Design rx_comma_align_sipo, sky130hd; sources not shown.
Fig. 1: run 1, routed clock nets over the placement
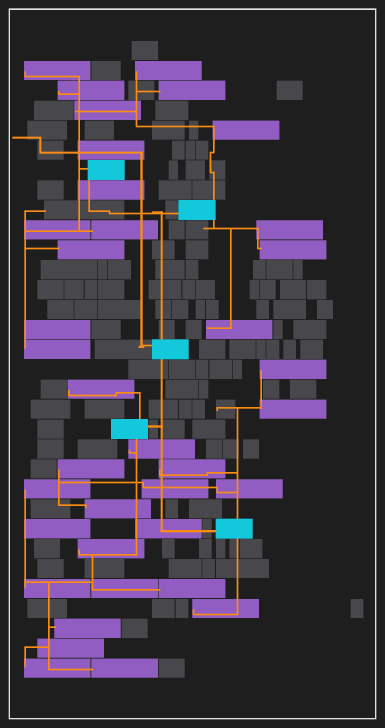
clock-net drivers: shown in cyan, count 5. clock wires: shown in orange, length 475 um. flip-flops: shown in purple, count 37.
There are 6 routed clock nets.
Clk. pwr: 0.265 mW
clock latency on the worst-skew pair: 290 ps
clock group share of total power: 0.247

Fig. 2: run 1, port wiring
Scale bar: 10 um.
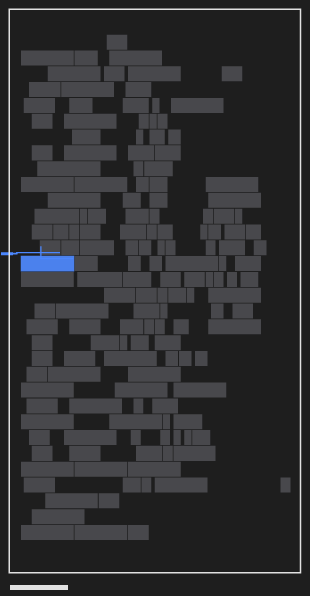
CommaDet: shown in blue, bits 1, direction output, end cells 1, wire 15.8 um.
port bufs: 16
IO Count: 17

Fig. 3: run 1, where the registers sit
Other sequential cells in the stronger grey, the rest of the logic in the fainter grey.
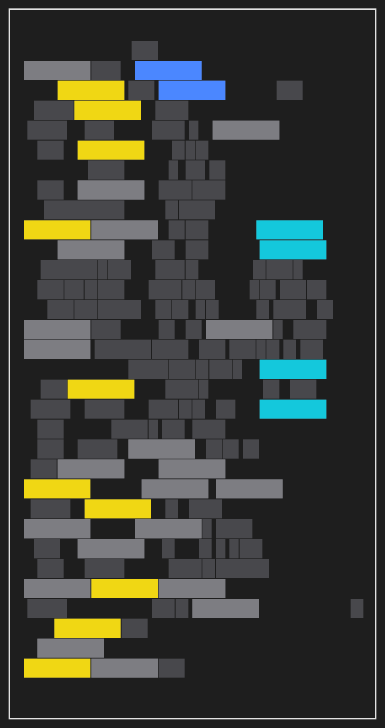
state: shown in blue, placed flops 2. RxParallel: shown in yellow, placed flops 10. bad_cnt: shown in cyan, placed flops 4, where right middle.
Seq area share: 0.4463
P_seq: 0.423 mW
post-layout util: 0.4975
FF/Latch Area: 925.9 um^2

==> job_summary.md, run 1 <==
### Yosys + OpenROAD results

| Metric | Value |
|---|---|
| Top-area cell share | 0.5278 |
| CTS tree | yes |
| Fraction of registers with async set/reset | 1.000 |
| Slew @ Worst Pin | 808.2 ps |
| Total wire length | 3292 um |
| Hold WC Path Type | reg2reg |
| Vias per std cell | 5.543 |
| Top sig layer | met4 |
| Worst Hold Depth | 0 |
| Main flop type | dfrtp_1 |
| Status | finished, final reports clean |
| Hold-fix buffer count after cts | 0 |
| Post-Syn Area | 1754 um^2 |
| Number of setup violations in the final report | 0 |
| Setup Buffers After CTS | 0 |
| Detailed-placement wirelength estimate | 2308 um |
| Reg-to-reg slack, setup | 2700 ps |
| Adder Area Share | 0.07133 |
| Share of cells above drive strength 1 | 0.2115 |
| Area fraction in compound gates | 0.1120 |
| Leakage power | 0.9657 nW |
| Chip width | 49.83 um |
| CP required | 5020 ps |
| Die Y | 96.65 um |
| Placed cell areas | 1959 um^2 |
| Iter 0 DRT Violations | 38 |
| Combinational Power Share | 0.359 |
| Power in combinational cells | 0.385 mW |
| Rows | 33 |
| CP max stage delay | 480 ps |
| Power per standard cell area | 517.3 nW/um^2 |
| Register share after synthesis | 0.5278 |
| Switch share | 0.3651 |
| Vias in the first global route | 1,188 |
| MaxCap Viol Count | 0 |
| CTS Root Cell | clkbuf_8 |
| CP delay by family, top | simple AND/OR/NAND/NOR gates |
| Mean Syn Cell Area | 13.09 um^2 |
-- run 1: final cells by class --
cell class | instances | area share
clock inverter | 3 | 0.02232
tap | 52 | 0.03136
timing repair buffer | 16 | 0.07479
multi-input combinational | 90 | 0.3830
sequential | 37 | 0.4463
inverter | 5 | 0.009047
clock buffer | 5 | 0.03317
-- run 1: through the flow --
stage	hold WS, ps	worst slack [ps]	utilization	std cells
2_1_floorplan	253.9	2809	-	134
3_3_place_gp	261.9	2309	0.4698	200
3_5_place_dp	278.5	2248	0.4698	200
4_1_cts	295.2	2557	0.4975	208
5_1_grt	298.9	2478	0.4975	208
6_report	289.1	2563	0.4975	208
-- run 1: layout by cell type, fill, tap and decap left out, types with 2 or more instances in the layout --
master | synthesis | layout
dfrtp_1 | 37 | 37
clkdlybuf4s50_1 | 0 | 15
ha_1 | 10 | 10
mux2_4 | 8 | 8
nand3_1 | 6 | 6
a21oi_1 | 6 | 6
inv_1 | 5 | 5
nor2_1 | 5 | 5
nand2_1 | 5 | 5
nor3_1 | 5 | 5
clkbuf_8 | 0 | 5
mux2_2 | 3 | 3
nor4_1 | 2 | 2
a31oi_1 | 2 | 2
or2_2 | 2 | 2
o21ai_0 | 2 | 2
nand4b_1 | 2 | 2
and2_1 | 2 | 2
-- run 1: synth_stat cells, types with 2 or more instances --
cell      count
and2_1        2
nor4_1        2
mux2_2        3
nand2_1       5
inv_1         5
nand4b_1      2
ha_1         10
nor2_1        5
a21oi_1       6
nor3_1        5
a31oi_1       2
nand3_1       6
or2_2         2
o21ai_0       2
mux2_4        8
dfrtp_1      37
-- run 1: per-layer routing --
| metal | track usage | vias up |
|---|---|---|
| met5 | 0 | - |
| met4 | 0.07051 | 0 |
| met3 | 0.03086 | 6 |
| met2 | 0.2728 | 28 |
| met1 | 0.1704 | 586 |
| li1 | - | 533 |
Fig. 4: run 1, routing congestion map
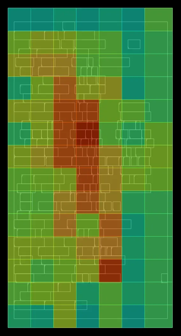

==> run 2, diff against run 1 <==
==> constraint.sdc (replaced) <==
create_clock -name BitCLK -period 2.4 [get_ports BitCLK]
set_clock_uncertainty 0.1 [all_clocks]
set_input_delay 0.36 -clock BitCLK [delete_from_list [all_inputs] [get_ports BitCLK]]
set_output_delay 0.36 -clock BitCLK [all_outputs]
set_load 0.05 [all_outputs]
Fig. 5: run 2, routing congestion map
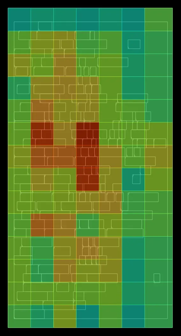
M1 GR Usage: 0.1757
post-layout util: 0.5041
Avg WL per Cell: 15.78 um

==> run 2 against run 1 <==
  * Hold slack got worse by 240 ps
  * Final cell count rose by 1.4%
  * Flip-flop count did not move
  * Worst setup slack got worse by 2200 ps
  * Combinational power rose by 110%
  * Sequential share of layout area fell by 0.58 points
  * Routed wire length rose by 1.2%
  * Critical path depth did not move
  * Largest cell class unchanged
  * Largest power group unchanged
==> job_summary.md, run 2 <==
### Yosys + OpenROAD results

| Metric | Value |
|---|---|
| # Cells Yosys | 134 |
| Post-Syn Area | 1754 um^2 (unchanged) |
| Crit Path Category | reg2reg |
| Largest net degree at the start of global routing | 38 |
| Die Y | 96.65 um (unchanged) |
| Detailed-placement wirelength estimate | 2483 um (+7.6%) |
| Critical Path Slowest Stage Cell | dfrtp_1 |
| Fin nets | 172 |
| MaxCap Viol Count | 0 (unchanged) |
| Synthesized net count | 148 |
| Yosys cell types | 48 |
| Reg-to-reg slack, setup | 310 ps (-2390 ps) |
| Hold-fix buffer count after cts | 0 (unchanged) |
| Data arrival, critical path | 2160 ps |
| Leakage power | 0.9838 nW (+1.9%) |
| IO Count | 17 (unchanged) |
| Main flop type | dfrtp_1 |
| Hold WC Path Type | in2async |
| Met3 wire len | 83 um |
| Cts repair resizes | 0 |
| Fraction of registers with async set/reset | 1.000 (unchanged) |
| Drt pass-1 iters | 4 |
| Layout area overhead | 19.83% |
| Most frequent cells after synthesis | 37 x dfrtp_1, 10 x ha_1, 8 x mux2_4 |
| Most instantiated logic cells after routing | 37 x dfrtp_1, 15 x clkdlybuf4s50_1, 10 x ha_1 |
| Iter 0 DRT Violations | 38 (unchanged) |
| CP required | 2480 ps (-2540 ps) |
| Clock latency on the worst-skew pair | 290 ps (about the same) |
| CP cell instances | inv_1 -> ha_1 -> a21oi_1 -> nor2_4 -> a21o_4 -> mux2_2 |
| DRC errors left | 0 |
| Fin crit share | 0.8696 |
| Port bufs | 16 (unchanged) |
| Synth warnings | 0 |
| Top sig layer | met4 |
| Wire length of the first global-routing pass | 5968 um |
| Synth flops | 37 |
| CTS sink cnt | 37 |
| WL met1 | 1249 um |
| Top cells by area | dfrtp_1 53%, ha_1 7.1%, mux2_4 6.8% |
| Fillers | 377 |
| Grt ovf | 0 |
| Mean Syn Cell Area | 13.09 um^2 (unchanged) |
| Register share after synthesis | 0.5278 (unchanged) |
| CP max FO | 12 |
| CTS tree | yes |
| CP max stage delay | 450 ps (-30 ps) |
| Setup Buffers After CTS | 0 (unchanged) |
| Antenna diodes | 0 |
| Buf/Inv on CP | 1 |
| Critical Path Start Type | register |
| Status | finished, final reports clean |
| RSZ-0062 raised after global routing | false |
| Vias per std cell | 5.318 (-4.1%) |
| CTS Buf Count | 5 |
| Share of cells above drive strength 1 | 0.2264 (+0.01488) |
| Number of setup violations in the final report | 0 (unchanged) |
| Vias in the first global route | 1,243 (+4.6%) |
| Power per standard cell area | 1065 nW/um^2 (+110%) |
| Top-area cell share | 0.5278 (unchanged) |
| IR drop worst, VDD | 638.6 uV |
| CTS Root Cell | clkbuf_8 |
| Synth top cell by count | dfrtp_1 |
| Final setup TNS | 0 ps |
| Chip width | 49.83 um (unchanged) |
| GPL Wtd Cong | 0.8656 |
| Post-synth EDFFs | 0 |
| Rows | 33 (unchanged) |
| Min Tclk post-route | 2087 ps |
| Hold WS | 51.13 ps (-237.9 ps) |
| CP delay by family, top | flip-flops |
| H-tree depth | 2 |
| Tool warnings | 32 |
| DRT antenna net count | 0 |
| Total wire length | 3330 um (+1.2%) |
| Fp_density | 0.4206 |
| Slew @ Worst Pin | 787.2 ps (-20.95 ps) |
| Dominant logic cell type in the layout | dfrtp_1 |
| Setup crit end kind | register |
| Final Hold Vio Count | 0 |
Fig. 6: run 2, port wiring
Scale bar: 10 um.
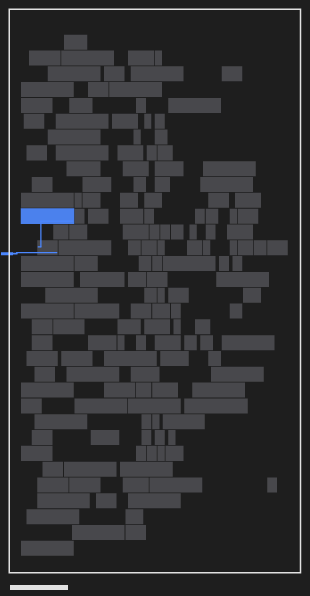
CommaDet: shown in blue, bits 1, direction output, end cells 1, wire 18.2 um.

[run 2: cell counts after synthesis]
Identical to the previous run, type by type.
[run 2: power breakdown]
part / internal [mW] / leakage, nW / switching (mW) / total, mW
registers: 0.761 / 0.473 / 0.110 / 0.871
clock network: 0.338 / 0.0574 / 0.228 / 0.566
logic: 0.335 / 0.454 / 0.466 / 0.801
total: 1.43 / 0.984 / 0.804 / 2.24
[run 2: final cells by class]
| type | instances | area (um^2) | area share |
|---|---|---|---|
| inverter | 5 | 18.77 | 0.008929 |
| tap | 52 | 65.06 | 0.03095 |
| sequential | 37 | 925.9 | 0.4405 |
| clock inverter | 2 | 37.54 | 0.01786 |
| multi-input combinational | 90 | 794.5 | 0.3780 |
| clock buffer | 6 | 82.58 | 0.03929 |
| timing repair buffer | 19 | 177.7 | 0.08452 |
[run 2: layer usage]
metal  vias to the layer above  track usage
li1                        538            -
met1                       561       0.1757
met2                        19       0.2903
met3                         4      0.02932
met4                         0      0.08333
met5                         -            0
[run 2: cells by family (layout without fill, tap and decap cells)]
family | after synthesis | after routing | share of synthesized area
xor gates and xnor gates | 2 | 2 | 0.009988
and+or+nand+nor | 42 | 42 | 0.1662
buffers and inverters | 7 | 32 | 0.01926
AOI/OAI and AO/OA | 24 | 24 | 0.1120
muxes | 12 | 12 | 0.09344
adders and majority gates | 10 | 10 | 0.07133
DFF | 37 | 37 | 0.5278
[run 2: stage by stage]
step                      cells  worst slack, ps  total power, mW  area, um^2
after global routing        211            186.2            2.350        2102
after global placement      203            154.2            1.674        1982
after CTS                   211            284.7            2.269        2102
after detailed placement    203            98.58            1.693        1982
after floorplan             134            407.2            1.430        1754
final                       211            313.1            2.238        2102
Power is estimated from default activity; no workload was simulated.
